--- config.mk ---
export PLATFORM = sky130hd
export DESIGN_NAME = sclk_serializer
export DESIGN_NICKNAME = d
export VERILOG_FILES = /design/src/rtl/sclk_serializer.sv
export SDC_FILE = /design/constraint.sdc
export NUM_CORES = 1
export LEC_CHECK = 0
export CAP_MARGIN = 10
export CORE_UTILIZATION = 30
export CTS_CLUSTER_SIZE = 40
export DETAILED_ROUTE_END_ITERATION = 10
export PLACE_DENSITY = 0.53
export SLEW_MARGIN = 0
export SYNTH_ARGS = -nofsm -noshare
export SYNTH_HDL_FRONTEND = slang
export SYNTH_SLANG_ARGS = --single-unit
--- constraint.sdc ---
create_clock -name clk -period 5 [get_ports clk]
set_clock_uncertainty 0.05 [all_clocks]
set_input_delay 0.5 -clock clk [delete_from_list [all_inputs] [get_ports clk]]
set_output_delay 0.5 -clock clk [all_outputs]
set_load 0.01 [all_outputs]
--- src/rtl/sclk_serializer.sv ---
// Parallel-to-serial shifter clocked by an externally divided sclk.
// Data launches on sclk falls; the frame closes on the rise after the last bit.
module sclk_serializer #(
   parameter int WIDTH     = 8,
   parameter bit MSB_FIRST = 1'b1
) (
   input  logic             clk,
   input  logic             reset,
   input  logic             sclk,
   input  logic [WIDTH-1:0] tx_data,
   input  logic             tx_valid,
   output logic             tx_ready,
   output logic             sdo,
   output logic             cs_n,
   output logic             done
);

   localparam int CW = $clog2(WIDTH + 1);

   typedef enum logic [1:0] {
      S_IDLE,
      S_ARM,
      S_SHIFT,
      S_DONE
   } state_t;

   state_t           r_state;
   state_t           w_next;
   logic             r_sclk_d;
   logic [WIDTH-1:0] r_shift;
   logic [CW-1:0]    r_cnt;
   logic             r_sdo;

   logic             w_rise;
   logic             w_fall;
   logic             w_accept;
   logic             w_load;
   logic             w_first;
   logic [WIDTH-1:0] w_shift_nx;

   assign w_rise = sclk & ~r_sclk_d;
   assign w_fall = ~sclk & r_sclk_d;

   assign w_first    = MSB_FIRST ? r_shift[WIDTH-1] : r_shift[0];
   assign w_shift_nx = MSB_FIRST ? {r_shift[WIDTH-2:0], 1'b0}
                                 : {1'b0, r_shift[WIDTH-1:1]};

   assign sdo = r_sdo;

   always_ff @(posedge clk or negedge reset) begin
      if (!reset) begin
         r_state <= S_IDLE;
      end else begin
         r_state <= w_next;
      end
   end

   always_comb begin
      w_next   = r_state;
      tx_ready = 1'b0;
      cs_n     = 1'b1;
      done     = 1'b0;
      w_accept = 1'b0;
      w_load   = 1'b0;
      unique case (r_state)
         S_IDLE: begin
            tx_ready = 1'b1;
            if (tx_valid) begin
               w_accept = 1'b1;
               w_next   = S_ARM;
            end
         end
         S_ARM: begin
            cs_n = 1'b0;
            if (w_fall) begin
               w_load = 1'b1;
               w_next = S_SHIFT;
            end
         end
         S_SHIFT: begin
            cs_n = 1'b0;
            if (w_fall && (r_cnt < CW'(WIDTH))) begin
               w_load = 1'b1;
            end else if (w_rise && (r_cnt == CW'(WIDTH))) begin
               w_next = S_DONE;
            end
         end
         S_DONE: begin
            done   = 1'b1;
            w_next = S_IDLE;
         end
         default: w_next = S_IDLE;
      endcase
   end

   // sdo is cleared on the way into DONE so it idles low between frames
   always_ff @(posedge clk or negedge reset) begin
      if (!reset) begin
         r_sclk_d <= 1'b0;
         r_shift  <= '0;
         r_cnt    <= '0;
         r_sdo    <= 1'b0;
      end else begin
         r_sclk_d <= sclk;
         if (w_accept) begin
            r_shift <= tx_data;
            r_cnt   <= '0;
         end
         if (w_load) begin
            r_sdo   <= w_first;
            r_shift <= w_shift_nx;
            r_cnt   <= r_cnt + CW'(1);
         end
         if (r_state == S_SHIFT && w_next == S_DONE) begin
            r_sdo <= 1'b0;
         end
      end
   end

endmodule

==> images/m3.png <==
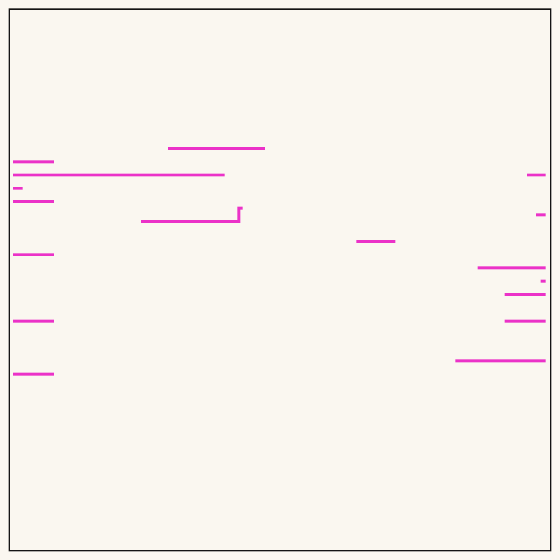
share of all routed wire: 6.1%
main direction: horizontal
longest straight run: 21.4 um
met3 Use GR: 4.68%
Vias: 641

==> images/clock_nets.png <==
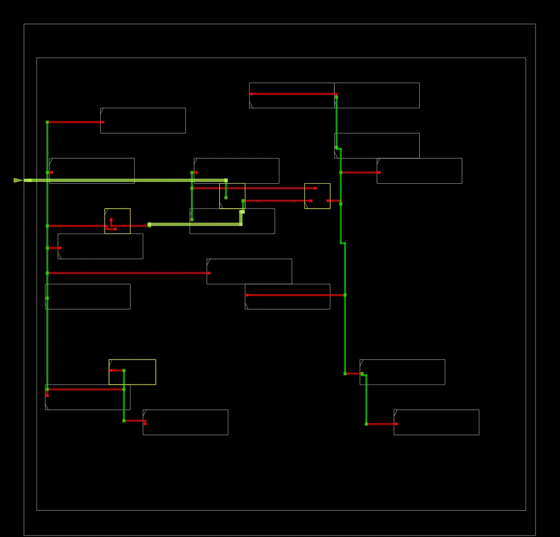
Late-Pin Clk Latency: 0.28 ns
clock group power: 0.0000862 W

==> results.yml <==
# yosys + openroad results
outcome:
  status: "finished clean"
layout:
  lay_top_count: "dfrtp_1"
  num-nets-final: 118
  area_growth_pct: 23.8
  n_fill_cell: 269
  antenna_cells: 0
  lay_top_cells: "16 x dfrtp_1, 15 x clkdlybuf4s50_1, 9 x nor2_1"
logic_synthesis:
  avgSynthCellArea_sq_um: 10.3
  yosysWarnings: 0
  synthDistinctLibCells: 21
  top_cells_by_count: "16 x dfrtp_1, 9 x nor2_1, 8 x mux2i_1, 7 x a21oi_1"
  top_cell: "dfrtp_1"
  synth_cells: 83
  adder_share_pct: 8.80
  yosysCellCount: 83
  ff_type: "dfrtp_1"
  syn-num-nets: 101
  async_flop_share_pct: 100
  edf_count: 0
  simple_gate_area_share_pct: 14.2
  logic_family: "AND-OR/OR-AND gates"
timing:
  max_slew_margin_pct: 51.0
  finalCriticalPeriod_ns: 2.25
  worst_pin_slew_ns: 0.733
  rsz0062_at_grt: "no"
  setup_viol: 0
  fin_ws_ns: 2.75
  max_clock_freq_mhz: 444
  drv_slew: 0
clocking:
  cts_setup_buffers: 0
  cts_buffers: 3
  cts_sinks: 16
  hold_buffers: 0
  cts.clk_slew.worst_paths_ns: 0.10
  htreeDepth: 1
  cts_tree: "built"
  clockBufferDepth: 2
  cts_root_buffer: "clkbuf_4"
critical_path:
  cp.depth: 4
  path_max_fanout: 4
  reg2reg_to: "r_cnt[2]$_DFFE_PN0P_"
  critical_path.max_stage_delay_ns: 0.52
  start_kind: "flip-flop"
  path_cells: "inv_1 > ha_1 > inv_1 > clkdlybuf4s50_1"
  crit_slowest_cell: "clkdlybuf4s50_1"
  crit_type: "flip-flop to primary output"
  rrSetupSlack_ns: 2.93
  r2r-start: "r_state[0]$_DFF_PN0_"
power_and_ir_drop:
  p_seq_w: 0.000209
  power-top-group: "combinational logic"
  p_comb_share_pct: 42.7
  powerDensity_nw_per_um2: 487
  p_comb_w: 0.000220
  p_seq_share_pct: 40.5
  leakagePower_nw: 0.486
routing:
  viasPerCell: 4.97
  wl_per_cell_um: 11.8
  postRouteWirelength_um: 1520
  drt_iter0_markers: 13
  wl_met1_um: 775
  route.met3.wl_um: 92
  wl_met2_um: 653
global_routing:
  grt_pass1_wl_um: 2610
  antenna_found_initial: 0
  grt_usage_pct: 10.7
  gr-usage-met1_pct: 13.7
  grt_pass1_vias: 600
  gr-total-overflow: 0
  busiest_layer: "met2"
placement:
  dp_slack_ns: 2.84
  dpl.hpwl_um: 1090
  dp.cells: 125
min_path:
  holdCritPathClass: "flip-flop to flip-flop"
  whs_path_depth: 2
  worstHoldEndpoint: "r_shift[5]$_DFFE_PN0P_"
floorplan:
  fp.dieH_um: 55.3
  rows: 18
  io_pins: 16
==> images/floorplan.png <==
Bar = 20 um. Pins as bars on the die edge.
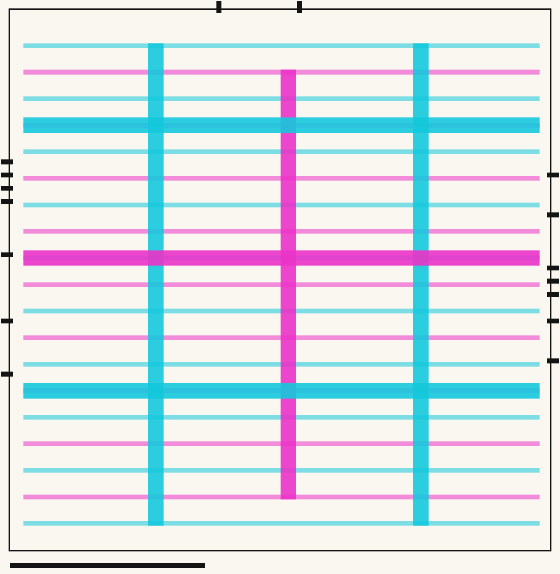
| color | net |
|---|---|
| magenta | VDD |
| cyan | VSS |
met1 rails: 19
met5 straps: 3
met4 straps: 3
signal pins: 16

[final cells by class]
type / instances / area, sq um / share of cell area, %
multi-input combinational: 58 / 409 / 38.7
inverter: 6 / 22.5 / 2.13
clock buffer: 4 / 36.3 / 3.44
tap: 30 / 37.5 / 3.55
sequential: 16 / 400 / 37.9
timing repair buffer: 15 / 150 / 14.2
[kinds of logic (layout without fill, tap and decap cells)]
| logic type | after synthesis | after routing |
|---|---|---|
| buf+inv | 9 | 25 |
| flops | 16 | 16 |
| simple gates | 25 | 25 |
| mux | 8 | 8 |
| compound gates | 19 | 19 |
| fa+ha+maj | 6 | 6 |
[registers in the layout, indices dropped and copies added, names as in the netlist]
name and cells:
sdo 1, r_shift 8, r_cnt 4, r_sclk_d 1, r_state 2
Power is estimated from default activity; no workload was simulated.
